<file path="src/rtl/accum_drain.sv">
// accum_drain: sweeps a wrap-around range of accumulator rows, requantizes each
// 32-bit signed partial sum to a narrow signed word (round, shift, saturate)
// and streams the results out through a credit-limited FIFO.
// Optional feature: define ACCUM_DRAIN_RELU_EN to clamp negative sums to 0.
module accum_drain #(
  parameter int ACCUM_ROW  = 256,
  parameter int ADDR_WIDTH = $clog2(ACCUM_ROW),
  parameter int DATA_WIDTH = 32,
  parameter int OUT_WIDTH  = 8,
  parameter int FIFO_DEPTH = 4
) (
  input  logic                          clk,
  input  logic                          rst,
  input  logic                          start,
  input  logic [ADDR_WIDTH-1:0]         base_addr,
  input  logic [ADDR_WIDTH:0]           num_rows,
  input  logic [$clog2(DATA_WIDTH)-1:0] shift,
  output logic                          busy,
  output logic                          done,
  output logic                          acc_rd_en,
  output logic [ADDR_WIDTH-1:0]         acc_rd_addr,
  input  logic [DATA_WIDTH-1:0]         acc_rd_data,
  output logic                          out_valid,
  input  logic                          out_ready,
  output logic [OUT_WIDTH-1:0]          out_data,
  output logic                          out_last
);

  localparam int SHIFT_W = $clog2(DATA_WIDTH);
  localparam int PTR_W   = $clog2(FIFO_DEPTH);
  localparam int CNT_W   = PTR_W + 1;
  localparam int ROWS_W  = ADDR_WIDTH + 1;

  localparam logic signed [DATA_WIDTH:0] SAT_HI = (DATA_WIDTH+1)'(2**(OUT_WIDTH-1) - 1);
  localparam logic signed [DATA_WIDTH:0] SAT_LO = (DATA_WIDTH+1)'(-(2**(OUT_WIDTH-1)));

  typedef enum logic [1:0] {IDLE, ISSUE, FLUSH, DONE} state_t;

  state_t state, state_nxt;

  logic [ADDR_WIDTH-1:0] addr;
  logic [ROWS_W-1:0]     rem;
  logic [SHIFT_W-1:0]    shift_r;
  logic                  pending;
  logic                  pending_last;
  logic                  rd_en;
  logic                  rem_is_one;
  logic [ROWS_W-1:0]     rows_clamped;
  logic                  credit_ok;

  logic [OUT_WIDTH-1:0]  data_mem [FIFO_DEPTH];
  logic                  last_mem [FIFO_DEPTH];
  logic [PTR_W-1:0]      wr_ptr;
  logic [PTR_W-1:0]      rd_ptr;
  logic [CNT_W-1:0]      count;
  logic                  fifo_push;
  logic                  fifo_pop;
  logic                  head_last;

  logic signed [DATA_WIDTH:0] q_ext;
  logic signed [DATA_WIDTH:0] q_bias;
  logic signed [DATA_WIDTH:0] q_sum;
  logic signed [DATA_WIDTH:0] q_shr;
  logic [OUT_WIDTH-1:0]       q_word;

  assign rows_clamped = (num_rows > ROWS_W'(ACCUM_ROW)) ? ROWS_W'(ACCUM_ROW) : num_rows;
  assign rem_is_one   = (rem == ROWS_W'(1));
  // A read is only issued if its data is guaranteed a FIFO slot, counting the
  // read still in flight from the previous cycle.
  assign credit_ok    = (CNT_W'(pending) + count) < CNT_W'(FIFO_DEPTH);

  assign fifo_push = pending;
  assign out_valid = (count != '0);
  assign fifo_pop  = out_valid && out_ready;
  assign head_last = last_mem[rd_ptr];
  assign out_data  = out_valid ? data_mem[rd_ptr] : '0;
  assign out_last  = out_valid ? last_mem[rd_ptr] : 1'b0;

  assign acc_rd_en   = rd_en;
  assign acc_rd_addr = addr;
  assign busy        = (state != IDLE);
  assign done        = (state == DONE);

  // State register.
  always_ff @(posedge clk) begin
    if (rst) state <= IDLE;
    else     state <= state_nxt;
  end

  // Next-state decode and read strobe.
  always_comb begin
    state_nxt = state;
    rd_en     = 1'b0;
    case (state)
      IDLE: begin
        if (start) state_nxt = (rows_clamped == '0) ? DONE : ISSUE;
      end
      ISSUE: begin
        if (credit_ok) begin
          rd_en = 1'b1;
          if (rem_is_one) state_nxt = FLUSH;
        end
      end
      FLUSH: begin
        // Leaving on the final handshake itself puts done one cycle after it.
        if (!pending && fifo_pop && head_last) state_nxt = DONE;
      end
      DONE:    state_nxt = IDLE;
      default: state_nxt = IDLE;
    endcase
  end

  // Command registers, sweep address/count and in-flight read tracking.
  always_ff @(posedge clk) begin
    if (rst) begin
      addr         <= '0;
      rem          <= '0;
      shift_r      <= '0;
      pending      <= 1'b0;
      pending_last <= 1'b0;
    end else begin
      pending      <= rd_en;
      pending_last <= rd_en && rem_is_one;
      if (state == IDLE && start) begin
        addr    <= base_addr;
        rem     <= rows_clamped;
        shift_r <= shift;
      end else if (rd_en) begin
        addr <= (addr == ADDR_WIDTH'(ACCUM_ROW - 1)) ? '0 : addr + ADDR_WIDTH'(1);
        rem  <= rem - ROWS_W'(1);
      end
    end
  end

  // Requantize returning data: extend, round, arithmetic shift, saturate.
  always_comb begin
    q_ext = {acc_rd_data[DATA_WIDTH-1], acc_rd_data};
`ifdef ACCUM_DRAIN_RELU_EN
    if (acc_rd_data[DATA_WIDTH-1]) q_ext = '0;
`endif
    q_bias = '0;
    if (shift_r != '0) q_bias = (DATA_WIDTH+1)'(1) << (shift_r - SHIFT_W'(1));
    q_sum = q_ext + q_bias;
    q_shr = q_sum >>> shift_r;
    if (q_shr > SAT_HI)      q_word = SAT_HI[OUT_WIDTH-1:0];
    else if (q_shr < SAT_LO) q_word = SAT_LO[OUT_WIDTH-1:0];
    else                     q_word = q_shr[OUT_WIDTH-1:0];
  end

  // FIFO storage; contents need no reset since reads are gated by out_valid.
  always_ff @(posedge clk) begin
    if (fifo_push) begin
      data_mem[wr_ptr] <= q_word;
      last_mem[wr_ptr] <= pending_last;
    end
  end

  // FIFO pointers and occupancy.
  always_ff @(posedge clk) begin
    if (rst) begin
      wr_ptr <= '0;
      rd_ptr <= '0;
      count  <= '0;
    end else begin
      if (fifo_push) wr_ptr <= wr_ptr + PTR_W'(1);
      if (fifo_pop)  rd_ptr <= rd_ptr + PTR_W'(1);
      case ({fifo_push, fifo_pop})
        2'b10:   count <= count + CNT_W'(1);
        2'b01:   count <= count - CNT_W'(1);
        default: count <= count;
      endcase
    end
  end

endmodule

</file>
<file path="config.mk">
export PLATFORM = sky130hd
export DESIGN_NAME = accum_drain
export DESIGN_NICKNAME = d
export VERILOG_FILES = /design/src/rtl/accum_drain.sv
export SDC_FILE = /design/constraint.sdc
export NUM_CORES = 1
export LEC_CHECK = 0
export CORE_MARGIN = 2
export CORE_UTILIZATION = 50
export CTS_CLUSTER_SIZE = 28
export DETAILED_ROUTE_END_ITERATION = 10
export GPL_TIMING_DRIVEN = 0
export PLACE_DENSITY = 0.78
export SYNTH_ARGS = -nofsm -noshare
export SYNTH_HDL_FRONTEND = slang
export SYNTH_SLANG_ARGS = --single-unit
export TNS_END_PERCENT = 10
</file>
<file path="constraint.sdc">
create_clock -name clk -period 14.35 [get_ports clk]
set_input_delay 1.435 -clock clk [delete_from_list [all_inputs] [get_ports clk]]
set_output_delay 1.435 -clock clk [all_outputs]
set_load 0.05 [all_outputs]
</file>
### Register map, names as in the netlist, run 1

Other sequential cells in the stronger grey, the rest of the logic in the fainter grey.
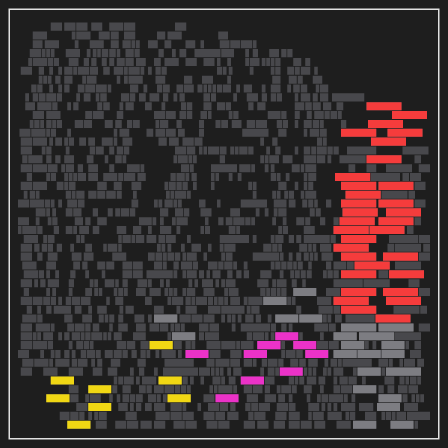
[yellow] `acc_rd_addr` | placed flops: 8 | where: lower left
[red] `data_mem` | placed flops: 32 | where: middle right
[magenta] `rem` | placed flops: 9 | where: bottom centre
not coloured: 22
register area: 1780 um^2
Util after Layout: 0.597

### Wires at chosen ports, followed through buffers, run 1

The bar under the picture is 50 um long.
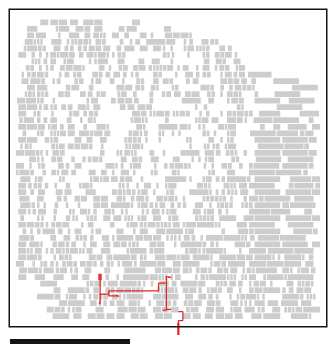
[red] `acc_rd_en` | bits: 1 | direction: output | end cells: 1 | buffers: 1 | wire: 76.5 um
I/O pin cnt: 79
I/O Buffers: 77

### Metal 1, run 1

Supply wires on this layer in grey.
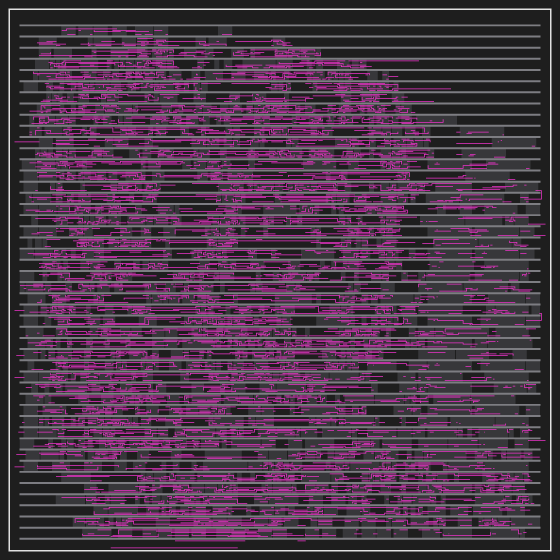
longest straight run: 38.2 um
wire length on this layer: 11700 um
nets with wire on the layer: 1191
share of all routed wire: 40%

==> metrics.cfg, run 1 <==
[run_status]
run_status=finished, final reports clean

[synth]
top_cells_by_count=142 x nor2_1, 121 x nand2_1, 83 x a21oi_1, 55 x o21ai_0, 51 x clkbuf_1
area_leaders=edfxtp_1 13%, dfxtp_1 8.6%, ha_1 6.9%, nor2_1 6.5%, nand2_1 5.6%
ys_warn_count=0
ys_sh_xor=0.0420
synth-edff-count=36
syn-cell-area_um2=8140
aoi_share=0.293

[floorplanning]
core_area_um2=15900
die_height_um=132
fp_util=0.512
row_count=46

[sta]
maxSlewViolCount=0
finalSetupViolations=0
finalCritPeriodShare=0.531

[cts]
clkSinkCount=71
cts_tree=built

[route]
drt-met1-wl_um=11700
dr.pass1.iters=5
drcViolationCount=0
met3WireLength_um=2670
drt_iter0_drc=1029

[final_layout]
layout_top_cells=142 x nor2_1, 121 x nand2_1, 83 x a21oi_1
inv_count=30
final_area_um2=9490
nClkBuffers=9

[pwr]
sequentialPower_uw=283
powerDensity_nw_per_um2=135
cellLeakagePower_nw=3.54
comb_power_uw=768

[global_routing]
top_usage_layer=met2
grt_pass1_vias=8571

[placed_design]
dp_cells=1364
gp_congestion=1.04

[setup_path]
cp_slowest_cell=a2111oi_2

### Routing congestion map, run 1

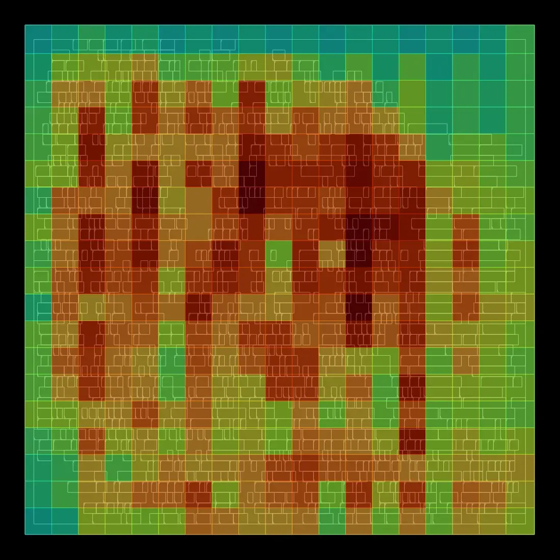

==> run 2: changes to the inputs <==
- clock period: 14.35 -> 7.6 ns (I/O delays scaled with it)
### Routing congestion map, run 2

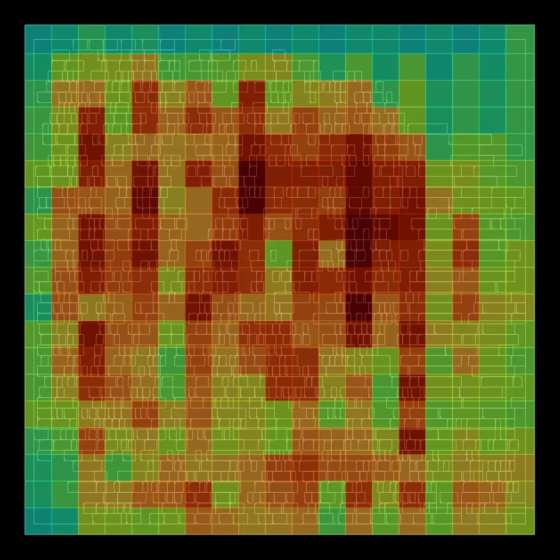
global router's overall resource usage: 0.330
Util after Layout: 0.599
met1 Usage GRT: 0.426
grt met3 use: 0.0498

### Metal 1, run 2

Supply wires on this layer in grey.
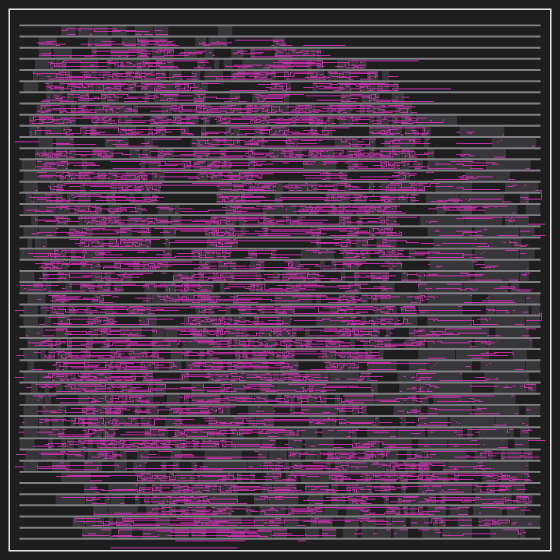
nets with wire on the layer: 1187
share of all routed wire: 40%
wire length on this layer: 11600 um
longest straight run: 53.4 um
main direction: horizontal
Vias: 9157
final wirelength: 29400 um

==> metrics.cfg, run 2 <==
[run_status]
run_status=finished, final reports clean

[pwr]
seq_power_share=0.221
cellLeakagePower_nw=3.54
comb_power_mw=1.45
powerDensity_nw_per_um2=255
sequentialPower_uw=535

[sta]
finalSetupViolations=0
finalCritPeriodShare=0.951
maxSlewViolCount=0

[final_layout]
layout_top_cells=142 x nor2_1, 121 x nand2_1, 83 x a21oi_1
nClkBuffers=9
drive_above_1_share=0.0670
seq_area_um2=1780
flops=71
logic_area_um2=6000
final_area_um2=9510
inv_count=30

[route]
drt_iter0_drc=1186
drcViolationCount=0
drt-met1-wl_um=11600
dr.pass1.iters=8

[job]
warnings=34

[placed_design]
dp_cells=1364
numPortBuffers=77

[synth]
syn-cell-area_um2=8140
top_cells_by_count=142 x nor2_1, 121 x nand2_1, 83 x a21oi_1, 55 x o21ai_0, 51 x clkbuf_1
yosysTopAreaCellShare=0.133
synth-edff-count=36
area_leaders=edfxtp_1 13%, dfxtp_1 8.6%, ha_1 6.9%, nor2_1 6.5%, nand2_1 5.6%
ys_sh_xor=0.0420
ys_async_sr_fraction=0
ys_warn_count=0
ys_cells=1071

[hold_path]
hp-start=pending_last

[floorplanning]
die_height_um=132
row_count=46
io_pins=79
core_area_um2=15900
fp_util=0.512

[cts]
clkSinkCount=71
cts_tree=built

[global_routing]
top_usage_layer=met2
grt_pass1_vias=8571
grt_max_degree=16

[setup_path]
cp_slowest_cell=a211oi_2

### Register map, names as in the netlist, run 2

Other sequential cells in the stronger grey, the rest of the logic in the fainter grey.
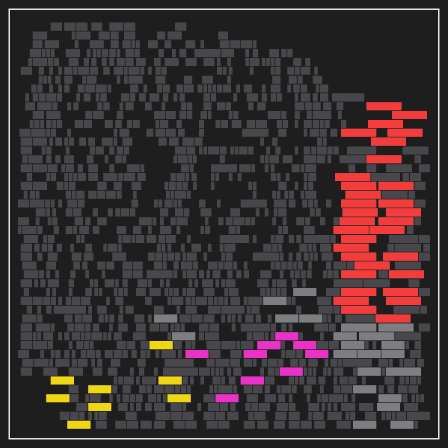

==> run 3: changes to the inputs <==
- PLACE_DENSITY: 0.78 -> 0.81
- clock period: 7.6 -> 6.4 ns (I/O delays scaled with it)
### Register map, names as in the netlist, run 3

Other sequential cells in the stronger grey, the rest of the logic in the fainter grey.
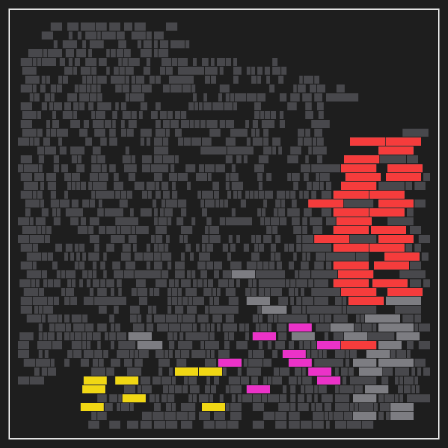
[red] `data_mem` | placed flops: 32 | where: middle right
[yellow] `acc_rd_addr` | placed flops: 8
[magenta] `rem` | placed flops: 9
Util after Layout: 0.610
Seq. pwr: 642 uW

### Metal 1, run 3

Supply wires on this layer in grey.
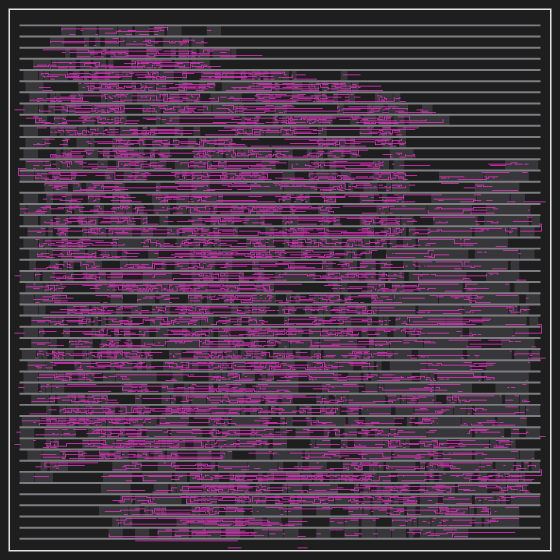
nets with wire on the layer: 1194
main direction: horizontal
share of all routed wire: 40%
wire length on this layer: 11400 um

==> metrics.cfg, run 3 <==
[synth]
syn-cell-area_um2=8140
synth-edff-count=36
yosysTopAreaCellShare=0.133
aoi_share=0.293
ys_sh_xor=0.0420
ys_async_sr_fraction=0

[global_routing]
grt_usage=0.320
met1_usage=0.402
grt_util_met3=0.0505

[route]
met3WireLength_um=2370
routed-via-count=9146

[job]
warnings=34

[sta]
finalSetupViolations=0
maxSlewViolCount=0
finalCritPeriodShare=0.965

[final_layout]
nClkBuffers=10
final_area_um2=9690
drive_above_1_share=0.101
seq_area_um2=1780
layout_top_cells=140 x nor2_1, 121 x nand2_1, 82 x a21oi_1
flops=71
logic_area_um2=6110

[run_status]
run_status=finished, final reports clean

[hold_path]
hp-start=pending_last

[placed_design]
dp_cells=1364
numPortBuffers=77
gp_congestion=1.01

[pwr]
cellLeakagePower_nw=3.63
powerDensity_nw_per_um2=300

[floorplanning]
io_pins=79
core_area_um2=15900
row_count=46

Power is estimated from default activity; no workload was simulated.
